## src/rtl/ula_const_seq.sv

```systemverilog
//------------------------------------------------------------------------------
// ula_const_seq
//
// Constant-operation unit. It sits between decode/operand fetch and the
// register-file writeback mux. The output is registered, and both sides use a
// valid/ready handshake.
//
// Operations (formato):
//   00  resultOP = dado
//   01  resultOP = constante
//   10  resultOP = dado with one lane replaced by constante[LANE_BITS-1:0]
//   11  accumulate one lane-sized immediate. The first chunk lands in the most
//       significant lane, and the word is presented after LANES beats.
//
// Ports:
//   clock, reset        rising-edge clock, synchronous active-high reset
//   in_valid/in_ready   input handshake; in_ready = !out_valid || out_ready
//   formato             operation select (see above)
//   dado, constante     operands A and B
//   lane                target lane for op 10 (lane 0 = LSBs, clamped)
//   seq_start           with op 11: restart the accumulation at chunk 0
//   out_valid/out_ready output handshake
//   resultOP            registered result
//   seq_abort           one-cycle pulse when a partial word is dropped by
//                       an op other than 11
//   res_zero, res_neg   result flags. They are live only when the macro
//                       ULA_CONST_FLAGS_EN is defined; otherwise they are 0.
//
// Optional feature macro: ULA_CONST_FLAGS_EN
//------------------------------------------------------------------------------
module ula_const_seq #(
   parameter int WORD_BITS     = 16,
   parameter int LANE_BITS     = 8,
   parameter int LANES         = WORD_BITS / LANE_BITS,
   parameter int LANE_IDX_BITS = (LANES > 1) ? $clog2(LANES) : 1
) (
   input  logic                     clock,
   input  logic                     reset,
   input  logic                     in_valid,
   output logic                     in_ready,
   input  logic [1:0]               formato,
   input  logic [WORD_BITS-1:0]     dado,
   input  logic [WORD_BITS-1:0]     constante,
   input  logic [LANE_IDX_BITS-1:0] lane,
   input  logic                     seq_start,
   output logic                     out_valid,
   input  logic                     out_ready,
   output logic [WORD_BITS-1:0]     resultOP,
   output logic                     seq_abort,
   output logic                     res_zero,
   output logic                     res_neg
);

   // Only the low WORD_BITS-LANE_BITS bits of the partial word matter.
   // The top lane is always shifted out by the next beat, or it is the
   // final word, which goes straight to resultOP.
   localparam int ACC_BITS = WORD_BITS - LANE_BITS;
   localparam logic [LANE_IDX_BITS-1:0] LAST_CNT = LANE_IDX_BITS'(LANES - 1);

   localparam logic [1:0] OP_PASS_A   = 2'b00;
   localparam logic [1:0] OP_PASS_B   = 2'b01;
   localparam logic [1:0] OP_INSERT   = 2'b10;
   localparam logic [1:0] OP_ACCUM    = 2'b11;

   // Out-of-range lane indices saturate to the top lane.
   function automatic int clamp_lane(input logic [LANE_IDX_BITS-1:0] sel);
      int s;
      s = int'(sel);
      return (s >= LANES) ? (LANES - 1) : s;
   endfunction

   logic                     out_valid_q, out_valid_d;
   logic [WORD_BITS-1:0]     result_q, result_d;
   logic                     seq_abort_q, seq_abort_d;
   logic [ACC_BITS-1:0]      acc_q, acc_d;
   logic [LANE_IDX_BITS-1:0] cnt_q, cnt_d;

   logic                     accept;
   logic                     load_res;
   logic [WORD_BITS-1:0]     new_res;
   logic [ACC_BITS-1:0]      shift_acc;
   logic [LANE_IDX_BITS-1:0] shift_cnt;
   logic [WORD_BITS-1:0]     shifted;
   logic [WORD_BITS-1:0]     inserted;
   int                       ins_lane;

   assign in_ready  = !out_valid_q || out_ready;
   assign accept    = in_valid && in_ready;
   assign out_valid = out_valid_q;
   assign resultOP  = result_q;
   assign seq_abort = seq_abort_q;

   always_comb begin
      // seq_start makes this beat chunk 0, regardless of any partial word.
      shift_acc = seq_start ? '0 : acc_q;
      shift_cnt = seq_start ? '0 : cnt_q;
      shifted   = {shift_acc, constante[LANE_BITS-1:0]};

      ins_lane = clamp_lane(lane);
      inserted = dado;
      for (int i = 0; i < LANES; i++) begin
         if (i == ins_lane) begin
            inserted[i*LANE_BITS +: LANE_BITS] = constante[LANE_BITS-1:0];
         end
      end

      out_valid_d = out_valid_q && !out_ready;
      seq_abort_d = 1'b0;
      acc_d       = acc_q;
      cnt_d       = cnt_q;
      load_res    = 1'b0;
      new_res     = result_q;

      if (accept) begin
         if (formato == OP_ACCUM) begin
            if (shift_cnt == LAST_CNT) begin
               load_res = 1'b1;
               new_res  = shifted;
               acc_d    = '0;
               cnt_d    = '0;
            end else begin
               // Non-final beat: no result is produced, so out_valid only
               // follows the handshake.
               acc_d = shifted[ACC_BITS-1:0];
               cnt_d = shift_cnt + LANE_IDX_BITS'(1);
            end
         end else begin
            load_res = 1'b1;
            case (formato)
               OP_PASS_A: new_res = dado;
               OP_PASS_B: new_res = constante;
               default:   new_res = inserted;
            endcase
            seq_abort_d = (cnt_q != '0);
            acc_d       = '0;
            cnt_d       = '0;
         end
      end

      if (load_res) begin
         out_valid_d = 1'b1;
      end
      result_d = load_res ? new_res : result_q;
   end

   always_ff @(posedge clock) begin
      if (reset) begin
         out_valid_q <= 1'b0;
         result_q    <= '0;
         seq_abort_q <= 1'b0;
         acc_q       <= '0;
         cnt_q       <= '0;
      end else begin
         out_valid_q <= out_valid_d;
         result_q    <= result_d;
         seq_abort_q <= seq_abort_d;
         acc_q       <= acc_d;
         cnt_q       <= cnt_d;
      end
   end

`ifdef ULA_CONST_FLAGS_EN
   // The flags are captured only when a new result is loaded, so they stay
   // paired with resultOP while it is held. That includes the reset value,
   // where the flags are 0 even though resultOP is 0.
   logic zero_q, zero_d;
   logic neg_q, neg_d;

   always_comb begin
      zero_d = zero_q;
      neg_d  = neg_q;
      if (load_res) begin
         zero_d = (new_res == '0);
         neg_d  = new_res[WORD_BITS-1];
      end
   end

   always_ff @(posedge clock) begin
      if (reset) begin
         zero_q <= 1'b0;
         neg_q  <= 1'b0;
      end else begin
         zero_q <= zero_d;
         neg_q  <= neg_d;
      end
   end

   assign res_zero = zero_q;
   assign res_neg  = neg_q;
`else
   assign res_zero = 1'b0;
   assign res_neg  = 1'b0;
`endif

endmodule

```

## config.mk

```make
export PLATFORM = sky130hd
export DESIGN_NAME = ula_const_seq
export DESIGN_NICKNAME = d
export VERILOG_FILES = /design/src/rtl/ula_const_seq.sv
export SDC_FILE = /design/constraint.sdc
export NUM_CORES = 1
export LEC_CHECK = 0
export ABC_AREA = 0
export CORE_UTILIZATION = 38
export CTS_BUF_LIST = sky130_fd_sc_hd__clkbuf_4 sky130_fd_sc_hd__clkbuf_8 sky130_fd_sc_hd__clkbuf_16
export DETAILED_ROUTE_END_ITERATION = 8
export GPL_ROUTABILITY_DRIVEN = 0
export MAX_ROUTING_LAYER = met4
export PLACE_DENSITY_LB_ADDON = 0.1
export SLEW_MARGIN = 20
export SYNTH_ARGS = -nofsm -noshare
export SYNTH_HDL_FRONTEND = slang
export SYNTH_SLANG_ARGS = --single-unit
```

## constraint.sdc

```tcl
create_clock -name clock -period 1.15 [get_ports clock]
set_input_delay 0.23 -clock clock [delete_from_list [all_inputs] [get_ports clock]]
set_output_delay 0.23 -clock clock [all_outputs]
set_load 0.05 [all_outputs]
```

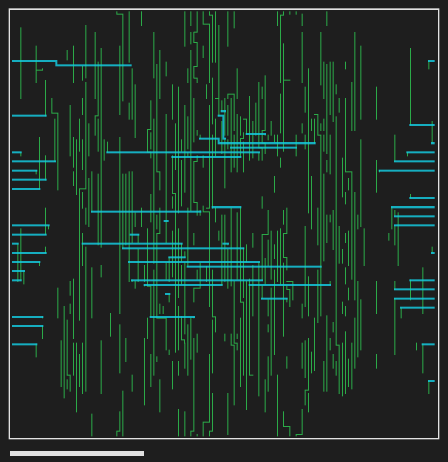
Figure 1: routed metal, one color a layer.
Scale bar: 20 um. Two of the layers only.
met3: shown in cyan, wire length 359 um. met2: shown in green, wire length 2200 um.

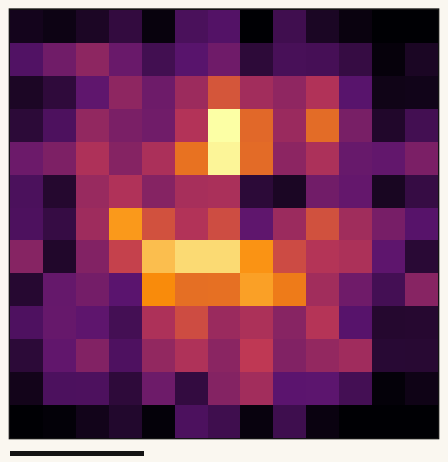
Figure 2: signal metal coverage by tile.
Scale bar: 20 um. The die is cut into 13 by 13 equal tiles; black is low, pale yellow is high, scaled to the fullest tile. Values are wire area over tile area, all layers added.
The mean over all tiles is 0.18. 6.5% of the tiles are nearly empty. The fullest tile reaches 0.59. 14% of the tiles are over half the peak.

==> summary.txt <==
Latest figures from synthesis and place and route.

The clock transition at the registers of the reported paths is 0.10 ns. Per Yosys stat, the portion of area used by sequential elements is 0.374. The number of combinational gates with multiple inputs is 115. The non-clock inverter count in the final layout is 2.

The highest-count logic cell in the final layout is sky130_fd_sc_hd__clkdlybuf4s50_1. The last timing report of the flow puts the setup violation total at 27. The register with the most flip-flops in the layout has 16 of them. For this run, global-route usage on met1 was measured as 0.288. The power report lists the sequential group at 1.05 mW. The timing report attributes the biggest portion of critical-path delay to simple AND/OR/NAND/NOR gates.

The area used by multi-input combinational logic is 950 um^2. The dominant cell type by area after synthesis is sky130_fd_sc_hd__dfxtp_1. For the worst-skew pair, the clock arrives at the later sink with an insertion delay of 0.27 ns. By area the synthesized netlist is led by sky130_fd_sc_hd__dfxtp_1 37%, sky130_fd_sc_hd__a211oi_2 6.9%, sky130_fd_sc_hd__mux2_1 6.2%, sky130_fd_sc_hd__mux2i_1 5.5%, sky130_fd_sc_hd__nor2_1 4.4%. The worst IR drop on VDD is 0.630 mV.

The number of H-tree levels is 1. After layout, the design draws a total of 2.56 mW. For reference, the final report shows the hold violation count at 0.

The flow ran to the end, but the final reports show violations. The number of buffer and inverter stages on the critical path is 2. The largest power group is registers. By count the netlist is led by 27 x sky130_fd_sc_hd__dfxtp_1, 17 x sky130_fd_sc_hd__nor2_1, 10 x sky130_fd_sc_hd__a21oi_1.

Listed in order, past its start point the critical path passes nor2b_4 > buf_6 > nor4b_4 > buf_4 > a22oi_1 > nor2_1. In this run the top signal layer used is met4. The leakage power summed over all cells is 1.03 nW. Counting flops with a built-in enable in the synthesized netlist gives 0.

The minimum setup slack in the final design is -0.124 ns. Registers take 546 um^2. The count of cell types in the netlist is 28. The cell total after placement is 272.

Counting the fill cells in the layout gives 265. The synthesis log from Yosys contains 0 warnings. The total stage count of the critical path is 6. The wire length of the first global-routing pass is 7090 um.

The power density relative to cell area is 958 mW/mm^2. The CTS tree is done. The final-layout clock buffer total is 3. Across the routed clock network, the largest skew measured is 0.00394 ns. Measured on the final layout, buffering overhead outside the clock network stands at 0.398. The largest fanout of any net on the critical path is 4. Measured along the x axis, the die boundary spans 63.7 um. The die is 63.7 um tall. The deepest clock path buffer count is 2.

The final reports fail on negative setup slack. Summed over all nets, wire length on met2 after detailed routing comes to 2200 um. The repair_antennas step left the layout with diodes totalling 0.

The combinational logic power is 0.961 mW. Per the layout area report, the combinational fraction of cell area is 0.356. The initial DRC count is 72. The critical path launch point is cnt_q$_SDFFE_PP0P_.
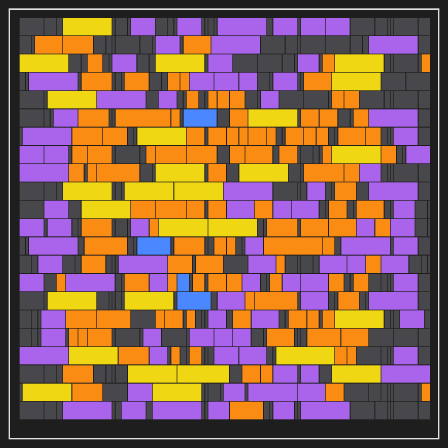
Figure 3: cell classes on the final placement.
Fill, decap, tap and diode cells in gray.
all other logic: shown in orange, cells 117. flops: shown in yellow, cells 27. clock drivers and dummy loads: shown in blue, cells 4. other buffers and delay cells: shown in purple, cells 89.

Power figures rest on the tool's default switching activity, not on a simulated workload.
